===== config.mk =====
export PLATFORM = sky130hd
export DESIGN_NAME = hfrv_mem_arbiter_flat
export DESIGN_NICKNAME = d
export VERILOG_FILES = /design/src/rtl/hfrv_mem_arbiter_if.sv /design/src/rtl/hfrv_mem_arbiter.sv /design/src/flat_wrapper.sv
export SDC_FILE = /design/constraint.sdc
export NUM_CORES = 1
export LEC_CHECK = 0
export CAP_MARGIN = 30
export CORE_MARGIN = 2
export CORE_UTILIZATION = 42
export DETAILED_ROUTE_END_ITERATION = 10
export PLACE_DENSITY_LB_ADDON = 0.15
export SLEW_MARGIN = 20
export SYNTH_ARGS = -nofsm -noshare
export SYNTH_HDL_FRONTEND = slang
export SYNTH_SLANG_ARGS = --single-unit

===== constraint.sdc =====
create_clock -name clk -period 4.7 [get_ports clk]
set_clock_uncertainty 0.15 [all_clocks]
set_input_delay 0.94 -clock clk [delete_from_list [all_inputs] [get_ports clk]]
set_output_delay 0.94 -clock clk [all_outputs]
set_load 0.005 [all_outputs]

===== src/rtl/hfrv_mem_arbiter_if.sv =====
// Bundle of requester, RAM and counter signals around hfrv_mem_arbiter.
// slave = arbiter side, master = requesters plus RAM model side.
interface hfrv_mem_arbiter_if #(
    parameter int ADDR_W = 14,
    parameter int CNT_W  = 16
);
    logic              cpu_req;
    logic [31:0]       cpu_addr;
    logic [31:0]       cpu_wdata;
    logic [3:0]        cpu_wbe;
    logic [31:0]       cpu_rdata;
    logic              cpu_ack;
    logic              cpu_err;

    logic              dbg_req;
    logic [31:0]       dbg_addr;
    logic [31:0]       dbg_wdata;
    logic [3:0]        dbg_wbe;
    logic [31:0]       dbg_rdata;
    logic              dbg_ack;
    logic              dbg_err;

    logic              mem_en;
    logic [ADDR_W-1:0] mem_addr;
    logic [31:0]       mem_wdata;
    logic [3:0]        mem_wbe;
    logic [31:0]       mem_rdata;

    logic [CNT_W-1:0]  cpu_grants;
    logic [CNT_W-1:0]  dbg_grants;

    modport slave (
        input  cpu_req, cpu_addr, cpu_wdata, cpu_wbe,
        input  dbg_req, dbg_addr, dbg_wdata, dbg_wbe,
        input  mem_rdata,
        output cpu_rdata, cpu_ack, cpu_err,
        output dbg_rdata, dbg_ack, dbg_err,
        output mem_en, mem_addr, mem_wdata, mem_wbe,
        output cpu_grants, dbg_grants
    );

    modport master (
        output cpu_req, cpu_addr, cpu_wdata, cpu_wbe,
        output dbg_req, dbg_addr, dbg_wdata, dbg_wbe,
        output mem_rdata,
        input  cpu_rdata, cpu_ack, cpu_err,
        input  dbg_rdata, dbg_ack, dbg_err,
        input  mem_en, mem_addr, mem_wdata, mem_wbe,
        input  cpu_grants, dbg_grants
    );
endinterface


===== src/rtl/hfrv_mem_arbiter.sv =====
// Two-requester arbiter for the single-port RAM: mem_en the cycle after the grant edge, ack two cycles later
// (error ack one cycle after grant). Requesters hold req with stable fields until ack; one access per 3 cycles.
module hfrv_mem_arbiter #(
    parameter logic [31:0] RAM_BASE   = 32'h4000_0000,
    parameter logic [31:0] RAM_SIZE   = 32'h0001_0000,
    parameter int          ADDR_W     = 14,
    parameter bit          FIXED_PRIO = 1'b0,
    parameter int          CNT_W      = 16
) (
    input  logic                 clk,
    input  logic                 reset,
    hfrv_mem_arbiter_if.slave    io_bus
);
    typedef enum logic [1:0] {ST_IDLE, ST_ACCESS, ST_RESP} state_t;

    localparam logic [32:0] LP_END = {1'b0, RAM_BASE} + {1'b0, RAM_SIZE};

    state_t            r_state;
    logic              r_sel;
    logic              r_last;
    logic              r_err;
    logic              r_read;
    logic              r_mem_en;
    logic [ADDR_W-1:0] r_mem_addr;
    logic [31:0]       r_mem_wdata;
    logic [3:0]        r_mem_wbe;
    logic              r_cpu_ack;
    logic              r_cpu_err;
    logic [31:0]       r_cpu_rdata;
    logic              r_dbg_ack;
    logic              r_dbg_err;
    logic [31:0]       r_dbg_rdata;
    logic [CNT_W-1:0]  r_cpu_cnt;
    logic [CNT_W-1:0]  r_dbg_cnt;

    logic              w_cpu_win;
    logic              w_dbg_win;
    logic              w_win_in;
    logic [31:0]       w_win_addr;
    logic [31:0]       w_win_wdata;
    logic [3:0]        w_win_wbe;
    logic [31:0]       w_win_off;
    logic [ADDR_W-1:0] w_win_word;
    logic [31:0]       w_resp_rdata;

    // r_last is 1 when dbg was served last, so under round-robin cpu wins a tie then.
    always_comb begin
        w_cpu_win   = io_bus.cpu_req && (!io_bus.dbg_req || FIXED_PRIO || r_last);
        w_dbg_win   = io_bus.dbg_req && !w_cpu_win;
        w_win_addr  = w_dbg_win ? io_bus.dbg_addr  : io_bus.cpu_addr;
        w_win_wdata = w_dbg_win ? io_bus.dbg_wdata : io_bus.cpu_wdata;
        w_win_wbe   = w_dbg_win ? io_bus.dbg_wbe   : io_bus.cpu_wbe;
        w_win_in    = (w_win_addr >= RAM_BASE) && ({1'b0, w_win_addr} < LP_END);
        w_win_off   = w_win_addr - RAM_BASE;
        w_win_word  = ADDR_W'(w_win_off >> 2);
        w_resp_rdata = (!r_err && r_read) ? io_bus.mem_rdata : 32'd0;
    end

    always_ff @(posedge clk) begin
        if (reset) begin
            r_state     <= ST_IDLE;
            r_sel       <= 1'b0;
            r_last      <= 1'b1;
            r_err       <= 1'b0;
            r_read      <= 1'b0;
            r_mem_en    <= 1'b0;
            r_mem_addr  <= '0;
            r_mem_wdata <= '0;
            r_mem_wbe   <= '0;
            r_cpu_ack   <= 1'b0;
            r_cpu_err   <= 1'b0;
            r_cpu_rdata <= '0;
            r_dbg_ack   <= 1'b0;
            r_dbg_err   <= 1'b0;
            r_dbg_rdata <= '0;
            r_cpu_cnt   <= '0;
            r_dbg_cnt   <= '0;
        end else begin
            r_mem_en    <= 1'b0;
            r_cpu_ack   <= 1'b0;
            r_cpu_err   <= 1'b0;
            r_cpu_rdata <= '0;
            r_dbg_ack   <= 1'b0;
            r_dbg_err   <= 1'b0;
            r_dbg_rdata <= '0;
            case (r_state)
                ST_IDLE: begin
                    if (w_cpu_win || w_dbg_win) begin
                        r_sel  <= w_dbg_win;
                        r_read <= (w_win_wbe == 4'd0);
                        if (w_win_in) begin
                            r_err       <= 1'b0;
                            r_mem_en    <= 1'b1;
                            r_mem_addr  <= w_win_word;
                            r_mem_wdata <= w_win_wdata;
                            r_mem_wbe   <= w_win_wbe;
                            r_state     <= ST_ACCESS;
                        end else begin
                            r_err   <= 1'b1;
                            r_state <= ST_RESP;
                        end
                    end
                end
                ST_ACCESS: begin
                    r_mem_addr  <= '0;
                    r_mem_wdata <= '0;
                    r_mem_wbe   <= '0;
                    r_state     <= ST_RESP;
                end
                ST_RESP: begin
                    // RAM read data lands this cycle, so it is captured into rdata with the ack.
                    if (r_sel) begin
                        r_dbg_ack   <= 1'b1;
                        r_dbg_err   <= r_err;
                        r_dbg_rdata <= w_resp_rdata;
                        if (r_dbg_cnt != '1) r_dbg_cnt <= r_dbg_cnt + CNT_W'(1);
                    end else begin
                        r_cpu_ack   <= 1'b1;
                        r_cpu_err   <= r_err;
                        r_cpu_rdata <= w_resp_rdata;
                        if (r_cpu_cnt != '1) r_cpu_cnt <= r_cpu_cnt + CNT_W'(1);
                    end
                    r_last  <= r_sel;
                    r_state <= ST_IDLE;
                end
                default: r_state <= ST_IDLE;
            endcase
        end
    end

    assign io_bus.mem_en     = r_mem_en;
    assign io_bus.mem_addr   = r_mem_addr;
    assign io_bus.mem_wdata  = r_mem_wdata;
    assign io_bus.mem_wbe    = r_mem_wbe;
    assign io_bus.cpu_ack    = r_cpu_ack;
    assign io_bus.cpu_err    = r_cpu_err;
    assign io_bus.cpu_rdata  = r_cpu_rdata;
    assign io_bus.dbg_ack    = r_dbg_ack;
    assign io_bus.dbg_err    = r_dbg_err;
    assign io_bus.dbg_rdata  = r_dbg_rdata;
    assign io_bus.cpu_grants = r_cpu_cnt;
    assign io_bus.dbg_grants = r_dbg_cnt;
endmodule


===== src/flat_wrapper.sv =====
// flat-port wrapper written by rule: the top's interface ports become plain ports
module hfrv_mem_arbiter_flat 
#(
    parameter logic [31:0] RAM_BASE   = 32'h4000_0000,
    parameter logic [31:0] RAM_SIZE   = 32'h0001_0000,
    parameter int          ADDR_W     = 14,
    parameter bit          FIXED_PRIO = 1'b0,
    parameter int          CNT_W      = 16
)
  (clk, reset, io_bus_cpu_req, io_bus_cpu_addr, io_bus_cpu_wdata, io_bus_cpu_wbe, io_bus_dbg_req, io_bus_dbg_addr, io_bus_dbg_wdata, io_bus_dbg_wbe, io_bus_mem_rdata, io_bus_cpu_rdata, io_bus_cpu_ack, io_bus_cpu_err, io_bus_dbg_rdata, io_bus_dbg_ack, io_bus_dbg_err, io_bus_mem_en, io_bus_mem_addr, io_bus_mem_wdata, io_bus_mem_wbe, io_bus_cpu_grants, io_bus_dbg_grants);
  hfrv_mem_arbiter_if #(.ADDR_W(ADDR_W), .CNT_W(CNT_W)) io_bus_i ();
  input  logic clk;
  input  logic reset;
  input wire logic [$bits(io_bus_i.cpu_req)-1:0] io_bus_cpu_req;
  input wire logic [$bits(io_bus_i.cpu_addr)-1:0] io_bus_cpu_addr;
  input wire logic [$bits(io_bus_i.cpu_wdata)-1:0] io_bus_cpu_wdata;
  input wire logic [$bits(io_bus_i.cpu_wbe)-1:0] io_bus_cpu_wbe;
  input wire logic [$bits(io_bus_i.dbg_req)-1:0] io_bus_dbg_req;
  input wire logic [$bits(io_bus_i.dbg_addr)-1:0] io_bus_dbg_addr;
  input wire logic [$bits(io_bus_i.dbg_wdata)-1:0] io_bus_dbg_wdata;
  input wire logic [$bits(io_bus_i.dbg_wbe)-1:0] io_bus_dbg_wbe;
  input wire logic [$bits(io_bus_i.mem_rdata)-1:0] io_bus_mem_rdata;
  output wire logic [$bits(io_bus_i.cpu_rdata)-1:0] io_bus_cpu_rdata;
  output wire logic [$bits(io_bus_i.cpu_ack)-1:0] io_bus_cpu_ack;
  output wire logic [$bits(io_bus_i.cpu_err)-1:0] io_bus_cpu_err;
  output wire logic [$bits(io_bus_i.dbg_rdata)-1:0] io_bus_dbg_rdata;
  output wire logic [$bits(io_bus_i.dbg_ack)-1:0] io_bus_dbg_ack;
  output wire logic [$bits(io_bus_i.dbg_err)-1:0] io_bus_dbg_err;
  output wire logic [$bits(io_bus_i.mem_en)-1:0] io_bus_mem_en;
  output wire logic [$bits(io_bus_i.mem_addr)-1:0] io_bus_mem_addr;
  output wire logic [$bits(io_bus_i.mem_wdata)-1:0] io_bus_mem_wdata;
  output wire logic [$bits(io_bus_i.mem_wbe)-1:0] io_bus_mem_wbe;
  output wire logic [$bits(io_bus_i.cpu_grants)-1:0] io_bus_cpu_grants;
  output wire logic [$bits(io_bus_i.dbg_grants)-1:0] io_bus_dbg_grants;
  assign io_bus_i.cpu_req = io_bus_cpu_req;
  assign io_bus_i.cpu_addr = io_bus_cpu_addr;
  assign io_bus_i.cpu_wdata = io_bus_cpu_wdata;
  assign io_bus_i.cpu_wbe = io_bus_cpu_wbe;
  assign io_bus_i.dbg_req = io_bus_dbg_req;
  assign io_bus_i.dbg_addr = io_bus_dbg_addr;
  assign io_bus_i.dbg_wdata = io_bus_dbg_wdata;
  assign io_bus_i.dbg_wbe = io_bus_dbg_wbe;
  assign io_bus_i.mem_rdata = io_bus_mem_rdata;
  assign io_bus_cpu_rdata = io_bus_i.cpu_rdata;
  assign io_bus_cpu_ack = io_bus_i.cpu_ack;
  assign io_bus_cpu_err = io_bus_i.cpu_err;
  assign io_bus_dbg_rdata = io_bus_i.dbg_rdata;
  assign io_bus_dbg_ack = io_bus_i.dbg_ack;
  assign io_bus_dbg_err = io_bus_i.dbg_err;
  assign io_bus_mem_en = io_bus_i.mem_en;
  assign io_bus_mem_addr = io_bus_i.mem_addr;
  assign io_bus_mem_wdata = io_bus_i.mem_wdata;
  assign io_bus_mem_wbe = io_bus_i.mem_wbe;
  assign io_bus_cpu_grants = io_bus_i.cpu_grants;
  assign io_bus_dbg_grants = io_bus_i.dbg_grants;
  hfrv_mem_arbiter #(.RAM_BASE(RAM_BASE), .RAM_SIZE(RAM_SIZE), .ADDR_W(ADDR_W), .FIXED_PRIO(FIXED_PRIO), .CNT_W(CNT_W)) u_core (.clk(clk), .reset(reset), .io_bus(io_bus_i));
endmodule

**Run 1: cell outlines without signal wires**

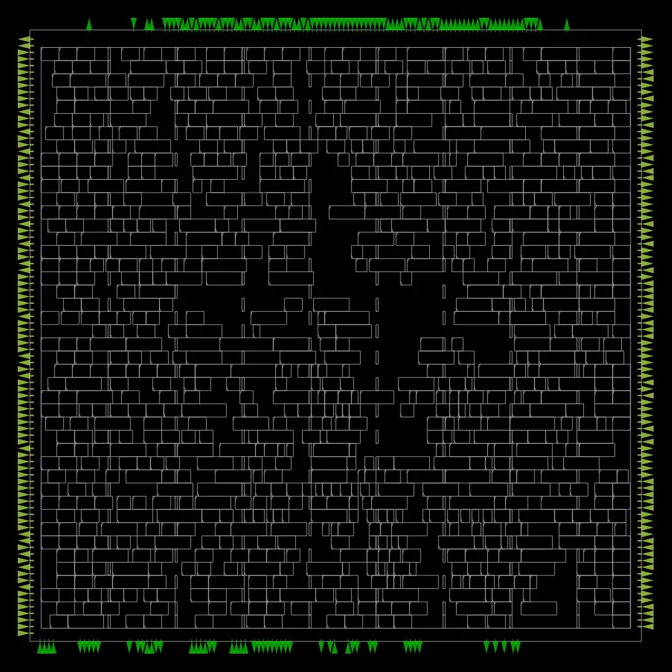
flop share of the area: 0.311
Site Rows: 44
sequential cell count: 157
fillers: 1110

**Run 1: nets reached from selected ports**

Scale: 2 px per um.
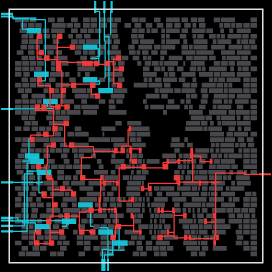
| colour | port | bits | direction | edge | end cells | wire |
|---|---|---|---|---|---|---|
| cyan | `io_bus_mem_addr` | 14 | output | 8 west, 3 north, 3 south | 14 | 554 um |
| red | `reset` | 1 | input | east | 89 | 818 um |
IO buf count: 318
num ports: 323

**Run 1: placement density heat map**

Scale: 3 px per um. 13 x 13 tiles, from dark blue (low) to red (high), 0 to 100% covered.
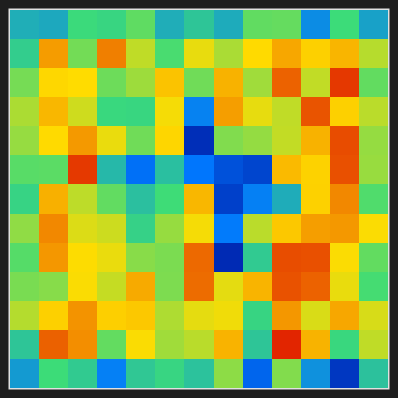
mean over tiles: 62%
tiles over 75% full: 31%
emptiest ninth of the die: centre
fullest tile: 96%
Core Box Area: 14500 um2
final core utilization: 0.695

==> run 1: worst max path at each step <==
stage                   start                          to  slack (ns)  cells past startpoint
2_1_floorplan  io_bus_dbg_req  u_core.io_bus.mem_addr[10]        2.34                      9
3_3_place_gp   io_bus_dbg_req    u_core.io_bus.mem_wbe[2]        1.16                      7
3_5_place_dp   io_bus_dbg_req    u_core.io_bus.mem_wbe[0]        1.08                      7
4_1_cts        io_bus_dbg_req    u_core.io_bus.mem_wbe[0]        1.51                      7
5_1_grt        io_bus_dbg_req    u_core.io_bus.mem_wbe[1]        1.35                      7
6_report       io_bus_dbg_req    u_core.io_bus.mem_wbe[0]        1.53                      7
==> run 1: area by class of cell <==
type,count,area (um2)
fillers,1110,4430
flip-flops and latches,157,3140
well taps,184,230
clock inverters,13,129
multi-input cells,389,2850
inverters,7,26.3
repair buffers,326,3270
clock buffers,19,443
==> run 1: routing by layer <==
layer,routed length [um],up-vias,share of wire,track usage
met5,0,-,0,0
met4,517,0,0.028,0.0950
met3,1550,33,0.083,0.0760
met2,9680,259,0.51,0.408
met1,7050,2691,0.38,0.251
li1,-,2781,-,-
==> run 1: power groups by stage <==
stage / sequential, W / combinational [W] / clock (W)
after floorplan: 0.00137 / 0.0000923 / 0
after global placement: 0.00137 / 0.000256 / 0
after detailed placement: 0.00137 / 0.000262 / 0
after CTS: 0.00134 / 0.000263 / 0.00135
after global routing: 0.00134 / 0.000284 / 0.00141
final: 0.00134 / 0.000265 / 0.00133
==> run 1: cell families (layout without fill, tap and decap cells) <==
| group | Yosys count | after routing | synth area share |
|---|---|---|---|
| AND/OR/NAND/NOR | 230 | 230 | 0.242 |
| flip-flops | 157 | 157 | 0.503 |
| AND-OR/OR-AND | 82 | 82 | 0.0933 |
| multiplexers | 53 | 53 | 0.0849 |
| buffers and inverters | 53 | 365 | 0.0426 |
| XOR/XNOR | 22 | 22 | 0.0308 |
| adder cells (fa/ha/maj) | 2 | 2 | 0.00400 |
==> run 1: cells in the final DEF, fill, tap and decap left out, types with 4 or more instances in the layout <==
cell	count
nor3_1	7
nand3b_1	49
buf_4	4
dfxtp_1	157
nand2_1	15
and4_1	5
nand4_1	4
mux2i_1	53
clkbuf_16	17
and3_1	67
inv_6	6
a21oi_1	14
o21ai_0	5
o31ai_1	50
inv_1	7
xnor2_1	19
clkdlybuf4s50_1	317
nor2_1	30
nor4_1	10
nand3_1	9
==> run 1: stage by stage <==
stage | setup slack, ns | hold WS (ns)
global placement | 1.16 | 0.294
global route | 1.35 | 0.351
detailed placement | 1.08 | 0.297
finish | 1.53 | 0.312
floorplan | 2.34 | 0.277
CTS | 1.51 | 0.308
==> run 1: critical path, delay by kind of cell <==
kind                   cells  cell delay (ns)
buffers and inverters      2             0.89
and+or+nand+nor            2             0.34
AOI/OAI and AO/OA          3             1.14
==> reports/qor.txt, run 1 <==
Status: finished clean
RSZ-0062 raised after global routing: false
CTS buffer count: 17
DRC: 0
Clock Latency Late Sink: 0.41 ns
Layout Area Growth over Synthesis: 61.6%
Power per cell area: 290 nW/um2
Htree depth: 4
Share of layout cells above drive strength 1: 0.0648
Initial antenna violation count: 0
Fmax: 315 MHz
Leak: 3.85 nW
R2R Path Start: u_core.r_last
Root buf cell: clkbuf_16
Setup_tns: 0 ns
Placed cell count: 1061
Ys Warns: 0
Worst path cell trace: clkdlybuf4s50_1 > a21boi_4 > nor3_1 > a222oi_1 > buf_12 > and2b_1 > o2bb2ai_1
Worst r2r path cells: 6
Final Max Slew Viols: 0
Clk slew on worst S/H paths: 0.06 ns
Yosys chip area: 6250 um2
Post-CTS setup repair buffer count: 0
Setup violators final: 0
Die y size: 126 um
Gpl congestion: 0.833
Ys cells: 599
Initial Util: 0.430
Largest net degree at the start of global routing: 96
Tool warnings: 30
Final nets: 1072
Clock Path Buffers: 2
Post-DP HPWL: 13800 um
Commonest cells in the netlist: dfxtp_1 (157), and3_1 (67), mux2i_1 (53)
Crit path capture type: flip-flop
CP Data Arrival Time: 3.37 ns
First-pass GRT wire length: 29000 um
DR vias/cell: 5.26
Comb pwr share: 0.090
Sequential cell fraction of total power: 0.458
Part of the cycle the worst path needs: 0.675
Synth area leaders: dfxtp_1 (50%), mux2i_1 (8.5%), and3_1 (6.7%), o31ai_1 (6.0%), nand3b_1 (5.9%)
Wire length per cell: 17.2 um
Worst setup SP type: input pin
Worst Hold Depth: 2
WL final: 18800 um
==> run 2, diff against run 1 <==
- CORE_UTILIZATION: 42 -> 40
- clock period: 4.7 -> 3.2 ns (I/O delays scaled with it)
**Run 2: cell outlines without signal wires**

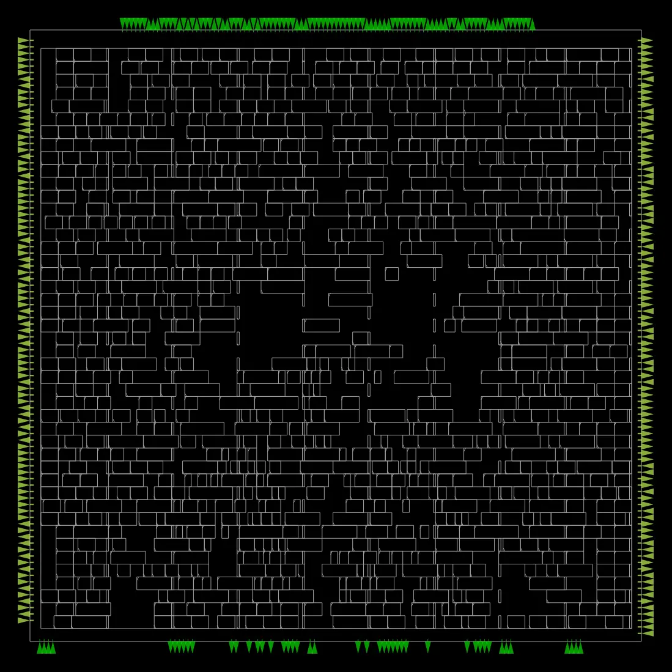
Site Rows: 45
Core Box Area: 15300 um2
num tapcells: 211
fillers: 1210
Post-Layout Cell Count: 1124

==> run 2 against run 1 <==
Worst hold slack lost 0.00097 ns. Count of clock-buffer cells in the layout shrank 2. First-iteration DRC count shrank 40%. Global-route usage shrank 1.1 points. Area after synthesis is the same. Die size grew 4.8%. Largest power group unchanged. Highest routed layer unchanged.
==> reports/qor.txt, run 2 <==
Status: finished clean
Worst setup SP type: input pin
Clock Path Buffers: 2 (unchanged)
Fmax: 395 MHz
DR vias/cell: 5.06 (-3.8%)
Xor+xnor area frac: 0.0308 (unchanged)
Crit path capture type: flip-flop
Ys cells: 599 (unchanged)
Final Max Slew Viols: 0 (unchanged)
Yosys top cell by instances: dfxtp_1
Synth top area share: 0.503
Sequential cell fraction of total power: 0.457 (about the same)
Share of layout cells above drive strength 1: 0.0669 (+0.00212)
Post-CTS setup repair buffer count: 0 (unchanged)
DRT met1 WL: 7140 um (+1.2%)
Ys Warns: 0 (unchanged)
Worst r2r path cells: 7 (+1)
Post-Synth AOI/OAI Area: 0.0933 (unchanged)
Die y size: 129 um (+2.4%)
GRT Util Overall: 0.218
Layout Area Growth over Synthesis: 62.6%
Initial antenna violation count: 1 (+1)
Htree depth: 4 (unchanged)
Place WS: 0.250 ns (-0.828 ns)
Reg area: 3140 um2 (unchanged)
Worst path cell trace: clkdlybuf4s50_1 > a21boi_4 > nor3_1 > a222oi_1 > buf_12 > buf_12 > nand3b_1 > o31ai_1
Num ports: 323 (unchanged)
Hold Worst Slack: 0.311 ns (-0.000970 ns)
Simple share: 0.242 (unchanged)
Top cell excl fill/tap: clkdlybuf4s50_1
Post-synth top area cell: dfxtp_1
Comb pwr share: 0.091 (about the same)
Setup violators final: 0 (unchanged)
Clock Latency Late Sink: 0.42 ns (about the same)
Mux cell area share after synthesis: 0.0849 (unchanged)
Setup_tns: 0 ns (unchanged)
Yosys chip area: 6250 um2 (unchanged)
Root buf cell: clkbuf_16
Met2 Routed Length: 9390 um (-3.0%)
DRC: 0 (unchanged)
Worst Hold Depth: 2 (unchanged)
Largest net degree at the start of global routing: 67 (-30%)
Commonest cells in the netlist: dfxtp_1 (157), and3_1 (67), mux2i_1 (53)
Leak: 3.86 nW (+0.32%)
Part of the cycle the worst path needs: 0.791
Setup WS post-layout: 0.669 ns (-0.857 ns)
CP Data Arrival Time: 2.70 ns (-0.67 ns)
Clk slew on worst S/H paths: 0.07 ns (about the same)
Power per cell area: 424 nW/um2 (+46%)
Tool warnings: 30 (unchanged)
Drt first-iter violations: 182
Comb area: 2850 um2 (unchanged)
DR top layer: met4
Logic family by area: simple AND/OR/NAND/NOR gates
IO buf count: 318 (unchanged)
Crit Path Category: in2reg
Gpl congestion: 0.844 (+1.3%)
Wire length per cell: 16.6 um (-3.1%)
CTS buffer count: 17 (unchanged)
Post-DP HPWL: 14100 um (+1.8%)
Final nets: 1073 (+0.093%)
Initial Util: 0.410 (-0.0204)
Fin area: 10200 um2
Async set-reset flop share out of synthesis: 0
RSZ-0062 raised after global routing: false
First-pass GRT wire length: 28000 um (-3.3%)
==> run 2: power by group through the flow <==
stage	clock, W	sequential, W	combinational, W
floorplan	0	0.00201	0.000136
global placement	0	0.00202	0.000384
detailed placement	0	0.00202	0.000391
CTS	0.00199	0.00197	0.000393
global route	0.00208	0.00197	0.000422
finish	0.00195	0.00197	0.000392
==> run 2: area by class of cell <==
class	instances	share of cell area
flip-flops and latches	157	0.309
inverters	7	0.00258
well taps	211	0.0260
repair buffers	327	0.324
clock inverters	15	0.0153
diodes	1	0.000246
multi-input cells	389	0.281
clock buffers	17	0.0419
==> run 2: worst paths after layout <==
| path | start | endpoint | slack [ns] |
|---|---|---|---|
| max reg2reg | u_core.r_last | u_core.io_bus.mem_wdata[9] | 1.08 |
| max | io_bus_dbg_req | u_core.io_bus.mem_wdata[9] | 0.67 |
| min reg2reg | u_core.r_read | u_core.r_read | 0.31 |
| min | u_core.r_read | u_core.r_read | 0.31 |
==> run 2: logic make-up after synthesis <==
logic type | after synthesis
AOI/OAI and AO/OA | 82
muxes | 53
DFF | 157
xor gates and xnor gates | 22
and+or+nand+nor | 230
adders and majority gates | 2
buffers and inverters | 53
==> run 2: routing by layer <==
metal,vias to the layer above,global-route usage
li1,2802,-
met1,2605,0.239
met2,252,0.381
met3,34,0.0797
met4,0,0.0934
met5,-,0
==> run 2: worst max-delay path, delay by kind of cell <==
kind | cells | cell delay (ns)
buffers and inverters | 3 | 0.99
AND/OR/NAND/NOR | 2 | 0.20
AND-OR/OR-AND | 3 | 0.86
==> run 2: per-stage QoR <==
step,utilization,total power [W],instances
final,0.666,0.00431,1124
after global routing,0.666,0.00447,1123
after CTS,0.665,0.00436,1122
after detailed placement,0.627,0.00241,1090
after global placement,0.626,0.00240,1089
after floorplan,-,0.00215,599
==> run 3, diff against run 2 <==
- CORE_UTILIZATION: 40 -> 36
- clock period: 3.2 -> 2.24 ns (I/O delays scaled with it)
**Run 3: cell outlines without signal wires**

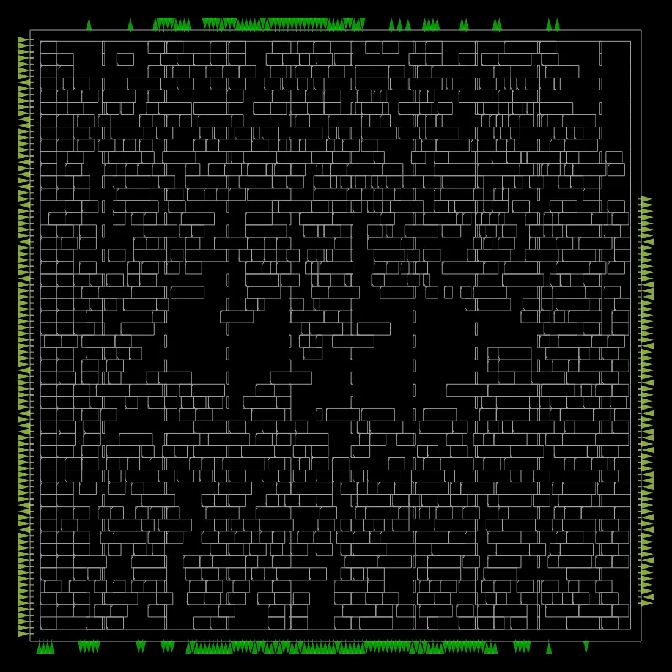
Site Rows: 48
fillers: 1420

==> run 3 against run 2 <==
Worst setup slack got worse by 0.54 ns. Count of clock-buffer cells in the layout unchanged. Wire length decreased by 0.50%. Register-to-register slack got worse by 0.86 ns. Largest cell class unchanged. Highest routed layer unchanged.
==> reports/qor.txt, run 3 <==
Share of layout cells above drive strength 1: 0.0812 (+0.0143)
Synth top area share: 0.503 (unchanged)
Internal: 0.00477 W
Detail Route Antenna Nets: 0
Worst setup SP type: input pin
Num ports: 323 (unchanged)
Switch share: 0.236
Simple share: 0.242 (unchanged)
Yosys chip area: 6250 um2 (unchanged)
CP Data Arrival Time: 2.28 ns (-0.42 ns)
Crit path capture type: flip-flop
Core Box Area: 17100 um2 (+12%)
Top cell excl fill/tap: clkdlybuf4s50_1
Post-Synth AOI/OAI Area: 0.0933 (unchanged)
Clock Latency Late Sink: 0.42 ns (about the same)
Xor+xnor area frac: 0.0308 (unchanged)
R2R Path Start: u_core.io_bus.dbg_grants[5]
Sequential cell fraction of total power: 0.451 (-0.006)
Quantity of hold-fixing buffers added after cts: 0
CP max FO: 52
Gpl congestion: 0.806 (-4.5%)
Yosys top cell by instances: dfxtp_1
Fmax: 474 MHz
Initial antenna violation count: 0 (-1)
Die y size: 136 um (+5.2%)
Post-DP HPWL: 13900 um (-1.1%)
Clk slew on worst S/H paths: 0.06 ns (about the same)
Clock power share: 0.458
Reg area: 3140 um2 (unchanged)
Layout Area Growth over Synthesis: 64.4%
Mux cell area share after synthesis: 0.0849 (unchanged)
Post-DP Area: 9660 um2
Part of the cycle the worst path needs: 0.942
DRC: 0 (unchanged)
DR vias/cell: 4.97 (-1.9%)
Power per cell area: 608 nW/um2 (+43%)
Root buf cell: clkbuf_16
Fin area: 10300 um2 (+1.1%)
IO buf count: 318 (unchanged)
Htree depth: 4 (unchanged)
Hold Worst Slack: 0.199 ns (-0.112 ns)
Status: finished clean
Logic family by area: simple AND/OR/NAND/NOR gates
Setup violators final: 0 (unchanged)
Commonest cells in the netlist: dfxtp_1 (157), and3_1 (67), mux2i_1 (53)
Ys Warns: 0 (unchanged)
Min Tclk post-route: 2.11 ns
Worst vdd ir: 0.490 mV
Synthesized area per cell: 10.4 um2
HP Start: reset
First-pass GRT wire length: 29000 um (+3.4%)
Clock Path Buffers: 2 (unchanged)
Mapped Cells: 599
CP Launch Point: io_bus_cpu_addr[18]
Drt first-iter violations: 232 (+27%)
Wire length per cell: 16.2 um (-2.7%)
Final nets: 1085 (+1.1%)
Tool warnings: 30 (unchanged)
Crit Path Category: in2reg
CTS buffer count: 17 (unchanged)
Leak: 3.93 nW (+1.7%)
Comb pwr share: 0.091 (about the same)
Most frequent cells in the layout: clkdlybuf4s50_1 (317), dfxtp_1 (157), and3_1 (67)
Final Max Slew Viols: 0 (unchanged)
Async set-reset flop share out of synthesis: 0 (unchanged)
Post-synth top area cell: dfxtp_1
Comb area: 2860 um2 (+0.35%)
Ys cells: 599 (unchanged)
Ant diodes: 0 (-1)
Largest net degree at the start of global routing: 65 (-3.0%)
GRT Util Overall: 0.201 (-0.0167)
Initial Util: 0.365 (-0.0445)
Worst EP required: 2.41 ns
-- run 3: path summary, 6_finish.rpt --
check / to / slack (ns) / depth (start not counted)
max reg2reg: u_core.io_bus.dbg_grants[13] / 0.22 / 6
max: u_core.io_bus.mem_addr[6] / 0.13 / 7
min: u_core.r_state[1] / 0.20 / 2
min reg2reg: u_core.r_read / 0.31 / 2
-- run 3: routing by layer --
metal | vias to the layer above | global-route usage | wire length, um
met1 | 2610 | 0.225 | 7180
met2 | 235 | 0.350 | 9350
met5 | - | 0 | 0
li1 | 2819 | - | -
met4 | 0 | 0.0955 | 662
met3 | 43 | 0.0599 | 1410
-- run 3: power groups by stage --
| stage | Clock (W) | Combinational, W | Sequential (W) |
|---|---|---|---|
| final | 0.00286 | 0.000568 | 0.00282 |
| after global routing | 0.00306 | 0.000611 | 0.00282 |
| after CTS | 0.00292 | 0.000572 | 0.00282 |
| after detailed placement | 0 | 0.000567 | 0.00288 |
| after global placement | 0 | 0.000561 | 0.00288 |
| after floorplan | 0 | 0.000194 | 0.00288 |
-- run 3: final cells by class --
class | instances | area share
flip-flops and latches | 157 | 0.306
repair buffers | 339 | 0.328
clock inverters | 15 | 0.0162
inverters | 7 | 0.00256
clock buffers | 17 | 0.0414
well taps | 225 | 0.0274
multi-input cells | 389 | 0.279
-- run 3: what timing repair did --
action,4_1_cts,5_1_grt
endpoints found under the setup margin,50,7
pin swaps,1,1
buffers inserted,1,0
resized,2,3
-- run 3: worst max-delay path, cell delays in order --
cell,delay [ns]
clkdlybuf4s50_1,0.41
nor4_2,0.35
and4_2,0.34
a222oi_1,0.10
buf_4,0.17
buf_12,0.18
o31ai_1,0.27
-- run 3: through the flow --
| stage | instances | setup TNS, ns | total power, W | utilization | setup slack (ns) |
|---|---|---|---|---|---|
| after floorplan | 599 | 0 | 0.00307 | - | 0.374 |
| after global placement | 1116 | -25.45 | 0.00344 | 0.564 | -0.491 |
| after detailed placement | 1116 | -26.35 | 0.00345 | 0.564 | -0.527 |
| after CTS | 1149 | 0 | 0.00631 | 0.600 | 0.0702 |
| after global routing | 1149 | -0.00984 | 0.00649 | 0.600 | -0.00984 |
| final | 1149 | 0 | 0.00625 | 0.600 | 0.130 |
-- run 3: cell families after synthesis --
| group | after synthesis |
|---|---|
| buffers and inverters | 53 |
| multiplexers | 53 |
| AND/OR/NAND/NOR | 230 |
| flip-flops | 157 |
| AND-OR/OR-AND | 82 |
| XOR/XNOR | 22 |
| adder cells (fa/ha/maj) | 2 |
Power figures rest on the tool's default switching activity, not on a simulated workload.
